**Metal 1**

Scale: 3 px per um. Cells faint in the background.
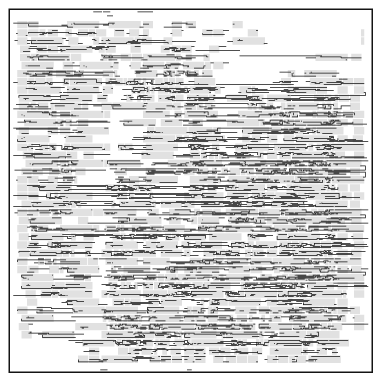
**Met2 routing**

Scale: 4 px per um.
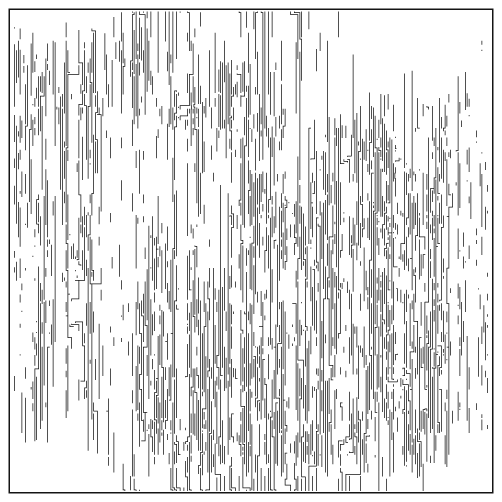
**M3 wires**

Scale: 2 px per um. Cells faint in the background.
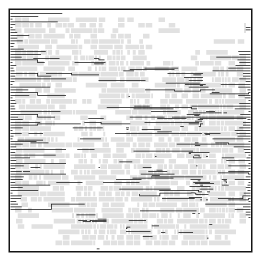
**Metal 4**

Scale: 2 px per um. Cells faint in the background.
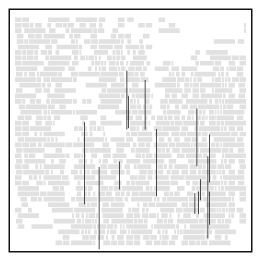
==> config.mk <==
export PLATFORM = sky130hd
export DESIGN_NAME = lsu_rmw
export DESIGN_NICKNAME = d
export VERILOG_FILES = /design/src/rtl/lsu_pkg.sv /design/src/rtl/lsu_align.sv /design/src/rtl/lsu_rmw.sv
export SDC_FILE = /design/constraint.sdc
export NUM_CORES = 1
export LEC_CHECK = 0
export CORE_MARGIN = 2
export CORE_UTILIZATION = 50
export CTS_CLUSTER_DIAMETER = 30
export CTS_CLUSTER_SIZE = 12
export DETAILED_ROUTE_END_ITERATION = 12
export GPL_ROUTABILITY_DRIVEN = 0
export PLACE_DENSITY = 0.88
export REMOVE_ABC_BUFFERS = 1
export SLEW_MARGIN = 20
export SYNTH_ARGS = -nofsm -noshare
export SYNTH_HDL_FRONTEND = slang
export SYNTH_SLANG_ARGS = --single-unit
export TNS_END_PERCENT = 20
==> constraint.sdc <==
create_clock -name clock -period 6.4 [get_ports clock]
set_input_delay 1.28 -clock clock [delete_from_list [all_inputs] [get_ports clock]]
set_output_delay 1.28 -clock clock [all_outputs]
set_load 0.05 [all_outputs]
==> src/rtl/lsu_pkg.sv <==
// lsu_pkg: shared definitions for the load/store unit.
//   - funct3 encodings for loads and stores
//   - FSM state enumeration
//   - byte-lane width and lane count for the default 32-bit datapath
package lsu_pkg;

  // funct3 encodings; stores reuse B/H/W, only loads have the unsigned forms
  localparam logic [2:0] F3_B  = 3'b000;
  localparam logic [2:0] F3_H  = 3'b001;
  localparam logic [2:0] F3_W  = 3'b010;
  localparam logic [2:0] F3_BU = 3'b100;
  localparam logic [2:0] F3_HU = 3'b101;

  localparam int LANE_W = 8;
  localparam int LANES  = 32 / LANE_W;

  typedef enum logic [2:0] {
    S_IDLE   = 3'd0,
    S_LOAD   = 3'd1,
    S_RMW_RD = 3'd2,
    S_WR     = 3'd3,
    S_RESP   = 3'd4
  } state_e;

endpackage

==> src/rtl/lsu_align.sv <==
// lsu_align: combinational byte-lane helper.
//   funct3    in   access size / signedness
//   lane      in   byte lane of the access (address bits [1:0])
//   rword     in   word read from RAM
//   wdata     in   right-aligned store data
//   ld_data   out  selected byte/halfword/word, sign- or zero-extended
//   st_merged out  rword with the low byte/halfword of wdata inserted at lane
module lsu_align
  import lsu_pkg::*;
#(
  parameter int SIZE = 32
) (
  input  logic [2:0]      funct3,
  input  logic [1:0]      lane,
  input  logic [SIZE-1:0] rword,
  input  logic [SIZE-1:0] wdata,
  output logic [SIZE-1:0] ld_data,
  output logic [SIZE-1:0] st_merged
);

  logic [4:0]      shamt;
  logic [SIZE-1:0] shifted;
  logic [SIZE-1:0] lane_mask;

  assign shamt = {lane, 3'b000};

  always_comb begin
    // little-endian: lane k lands in the low bits after shifting right by 8k
    shifted = rword >> shamt;
    ld_data = '0;
    case (funct3)
      F3_B:    ld_data = {{(SIZE-8){shifted[7]}}, shifted[7:0]};
      F3_H:    ld_data = {{(SIZE-16){shifted[15]}}, shifted[15:0]};
      F3_W:    ld_data = shifted;
      F3_BU:   ld_data = {{(SIZE-8){1'b0}}, shifted[7:0]};
      F3_HU:   ld_data = {{(SIZE-16){1'b0}}, shifted[15:0]};
      default: ld_data = '0;
    endcase
  end

  always_comb begin
    lane_mask = '1;
    case (funct3)
      F3_B:    lane_mask = {{(SIZE-8){1'b0}}, 8'hFF} << shamt;
      F3_H:    lane_mask = {{(SIZE-16){1'b0}}, 16'hFFFF} << shamt;
      default: lane_mask = '1;
    endcase
    st_merged = (rword & ~lane_mask) | ((wdata << shamt) & lane_mask);
  end

endmodule

==> src/rtl/lsu_rmw.sv <==
// lsu_rmw: load/store unit performing byte/halfword stores as read-modify-write
// on a word-wide RAM with a combinational read port.
//   clock, reset_n          single clock, synchronous active-low reset
//   req_valid/req_ready     request handshake (ready only in IDLE)
//   req_funct3, req_store   operation select
//   req_addr, req_wdata     byte address, right-aligned store data
//   resp_valid/resp_ready   response handshake
//   resp_rdata, resp_err    load result (0 for stores/errors), error flag
//   ram_address             word index into the RAM
//   ram_data, ram_wren      RAM write word and enable
//   ram_wread, ram_salida   RAM read enable and combinational read word
module lsu_rmw
  import lsu_pkg::*;
#(
  parameter int SIZE      = 32,
  parameter int MEM_DEPTH = 1024
) (
  input  logic            clock,
  input  logic            reset_n,
  input  logic            req_valid,
  output logic            req_ready,
  input  logic [2:0]      req_funct3,
  input  logic            req_store,
  input  logic [SIZE-1:0] req_addr,
  input  logic [SIZE-1:0] req_wdata,
  output logic            resp_valid,
  input  logic            resp_ready,
  output logic [SIZE-1:0] resp_rdata,
  output logic            resp_err,
  output logic [SIZE-1:0] ram_address,
  output logic [SIZE-1:0] ram_data,
  output logic            ram_wren,
  output logic            ram_wread,
  input  logic [SIZE-1:0] ram_salida
);

  localparam logic [SIZE-1:0] DEPTH_LIM = SIZE'(MEM_DEPTH);

  state_e          state_q, state_d;
  logic [2:0]      f3_q, f3_d;
  logic            store_q, store_d;
  logic [SIZE-1:0] addr_q, addr_d;
  logic [SIZE-1:0] wdata_q, wdata_d;
  logic [SIZE-1:0] merged_q, merged_d;
  logic [SIZE-1:0] rdata_q, rdata_d;
  logic            err_q, err_d;

  logic [SIZE-1:0] ld_data;
  logic [SIZE-1:0] st_merged;
  logic            f3_ok, misaligned, out_of_range, req_err;

  lsu_align #(.SIZE(SIZE)) u_align (
    .funct3    (f3_q),
    .lane      (addr_q[1:0]),
    .rword     (ram_salida),
    .wdata     (wdata_q),
    .ld_data   (ld_data),
    .st_merged (st_merged)
  );

  // Request legality, evaluated on the raw request so errors skip the RAM.
  always_comb begin
    if (req_store) f3_ok = req_funct3 inside {F3_B, F3_H, F3_W};
    else           f3_ok = req_funct3 inside {F3_B, F3_H, F3_W, F3_BU, F3_HU};
    misaligned   = ((req_funct3 == F3_H || req_funct3 == F3_HU) && req_addr[0]) ||
                   (req_funct3 == F3_W && req_addr[1:0] != 2'b00);
    out_of_range = {2'b00, req_addr[SIZE-1:2]} >= DEPTH_LIM;
    req_err      = !f3_ok || misaligned || out_of_range;
  end

  always_comb begin
    state_d  = state_q;
    f3_d     = f3_q;
    store_d  = store_q;
    addr_d   = addr_q;
    wdata_d  = wdata_q;
    merged_d = merged_q;
    rdata_d  = rdata_q;
    err_d    = err_q;
    case (state_q)
      S_IDLE: begin
        if (req_valid) begin
          f3_d    = req_funct3;
          store_d = req_store;
          addr_d  = req_addr;
          wdata_d = req_wdata;
          err_d   = req_err;
          rdata_d = '0;
          if (req_err)                 state_d = S_RESP;
          else if (!req_store)         state_d = S_LOAD;
          else if (req_funct3 == F3_W) state_d = S_WR;
          else                         state_d = S_RMW_RD;
        end
      end
      S_LOAD: begin
        rdata_d = ld_data;
        state_d = S_RESP;
      end
      S_RMW_RD: begin
        merged_d = st_merged;
        state_d  = S_WR;
      end
      S_WR: state_d = S_RESP;
      S_RESP: begin
        if (resp_ready) state_d = S_IDLE;
      end
      default: state_d = S_IDLE;
    endcase
  end

  always_comb begin
    req_ready   = (state_q == S_IDLE);
    resp_valid  = (state_q == S_RESP);
    resp_rdata  = resp_valid ? rdata_q : '0;
    resp_err    = resp_valid & err_q;
    ram_wread   = (state_q == S_LOAD) || (state_q == S_RMW_RD);
    ram_wren    = (state_q == S_WR) && store_q;
    ram_address = (state_q == S_IDLE) ? '0 : {2'b00, addr_q[SIZE-1:2]};
    ram_data    = '0;
    if (state_q == S_WR) ram_data = (f3_q == F3_W) ? wdata_q : merged_q;
  end

  // Control and response flops; reset abandons any in-flight operation.
  always_ff @(posedge clock) begin
    if (!reset_n) begin
      state_q <= S_IDLE;
      err_q   <= 1'b0;
      rdata_q <= '0;
    end else begin
      state_q <= state_d;
      err_q   <= err_d;
      rdata_q <= rdata_d;
    end
  end

  // Operation payload; only ever observed outside IDLE, so no reset needed.
  always_ff @(posedge clock) begin
    f3_q     <= f3_d;
    store_q  <= store_d;
    addr_q   <= addr_d;
    wdata_q  <= wdata_d;
    merged_q <= merged_d;
  end

endmodule

==> reports/metrics.cfg <==
[finish]
layout.area.seq_um2 = 3720
post_route_cells_drive_above_1_share = 0.106
largest_class = sequential cells
final.signal_inverter_count = 2
layout_top_cells = clkdlybuf4s50_1, edfxtp_1, nand2_1
non_clock_buffer_area_share = 0.222

[pwr]
power_switching_mw = 0.553
total_power_consumption_mw = 2.29
internal_power_mw = 1.73
vdd_ir_drop_max_mv = 0.194
power_in_sequential_cells_mw = 1.01
power_frac_comb = 0.141

[yosys]
post_synth.cell_area_avg_um2 = 11.3
post_synth_xor_area_fraction = 0.00129
asyncSetResetFlopFracSynth = 0
ys.warnings.count = 0
yosysSeqAreaShare = 0.549
synth-area-yosys_um2 = 6790

[worst_hold_path]
hold_depth = 1
hold_path_startpoint = rdata_q[8]$_SDFFE_PN0P_
hp-class = reg2reg
worst_hold_path.endpoint = rdata_q[8]$_SDFFE_PN0P_

[setup_path]
cp_cell_sequence = nor3b_4 -> buf_4 -> nand2_1 -> a21oi_1 -> clkdlybuf4s50_1
worstPathBufferInverterCount = 2
crit_path_top_delay_cell = clkdlybuf4s50_1
path_delay_family = buffers and inverters
rr_startpoint = addr_q[0]$_DFFE_PP_
start_kind = flip-flop
worstSetupStartpoint = f3_q[0]$_DFFE_PP_
path_depth = 5
worstReg2RegEnd = merged_q[5]$_DFFE_PP_
max_stage_delay_ns = 0.87
cp-endpoint = ram_data[25]
worst_ep_required_time_ns = 5.12
ff2ff_setup_slack_ns = 3.32

[placed_design]
detailedPlacementHpwl_mm = 13.5
post_dp_cell_area_um2 = 8860

[clock_network]
cts_hold_buf = 0
worst_skew_pair.late_latency_ns = 0.41
clkSinkCount = 136
cts_tree = built
cts.repair.resized = 0
postCtsSetupRepairBufs = 0
cts.htree.levels = 4

[floorplan]
core_um2 = 13200
fp.dieW_um = 120
die_area_um2 = 14500
io_pins = 205

[final_timing]
tightestPinTransition_ns = 1.12
hold_viol = 0
achievable-frequency_mhz = 222
finalWorstPathRequiredPeriod_ns = 4.50
slew_headroom = 0.244
maxSlewViolCount = 0

[global_route]
global_route_wire_length_before_repair_mm = 31.4
grt_pass1_vias = 5726
grtUsageTotal = 0.283
grt.overflow.total = 0
largest_net_degree_at_the_start_of_global_routing = 71
grt.met2_usage = 0.473
antenna_violations_before_repair = 0

[drt]
route.detailed.vias_per_inst = 5.90
met2_length_mm = 9.94
drtIter0Drc = 552
detail_route.first_pass.iterations = 5
met3RoutedLength_mm = 2.24
routedWlPerCell_um = 21.1
drt-met1-wl_mm = 7.99
top_routing_layer_in_use = met4

[run_status]
run_status = completed

[job]
cap_violations = 0
openroad.warnings = 25

-- 'metal 1' (at the start) --
782 nets have wire on it. The longest straight run is 32.2 um. The layer carries 7990 um of wire. The layer holds 39% of the routed length. The wires run mostly horizontal.

-- 'met2 routing' (at the start) --
The layer carries 9940 um of wire. The layer holds 48% of the routed length. The wires run mostly vertical.

-- 'M3 wires' (at the start) --
The wires run mostly horizontal. 201 nets have wire on it. The longest straight run is 43.2 um. The layer carries 2240 um of wire.
grt met3 use: 0.0901
Routed Wire Length: 20.5 mm
Vias: 5734

-- 'metal 4' (at the start) --
The layer carries 339 um of wire. The layer holds 1.7% of the routed length.

per-stage QoR:
step / std cells / setup slack, ns
floorplan: 552 / 1.13
global placement: 940 / 2.26
detailed placement: 940 / 2.13
CTS: 972 / 1.67
global route: 972 / 1.76
finish: 972 / 1.90
synthesized netlist by cell type, drive strengths merged, types with 8 or more instances:
cell type  instances  area share
o2bb2ai           16       0.021
and2              36       0.033
o21ai             18       0.013
a22o               8       0.010
a221o             16       0.026
nand2             71       0.039
a211oi             8      0.0089
o21a               8      0.0089
nor2              23       0.013
mux2              16       0.027
mux4               9       0.030
clkbuf            32       0.024
nor2b             49       0.045
a21oi             65       0.048
dfxtp             36        0.11
a22oi              8      0.0089
nor4               9       0.013
edfxtp           100        0.44
buf               15       0.015
mux2i             27       0.040
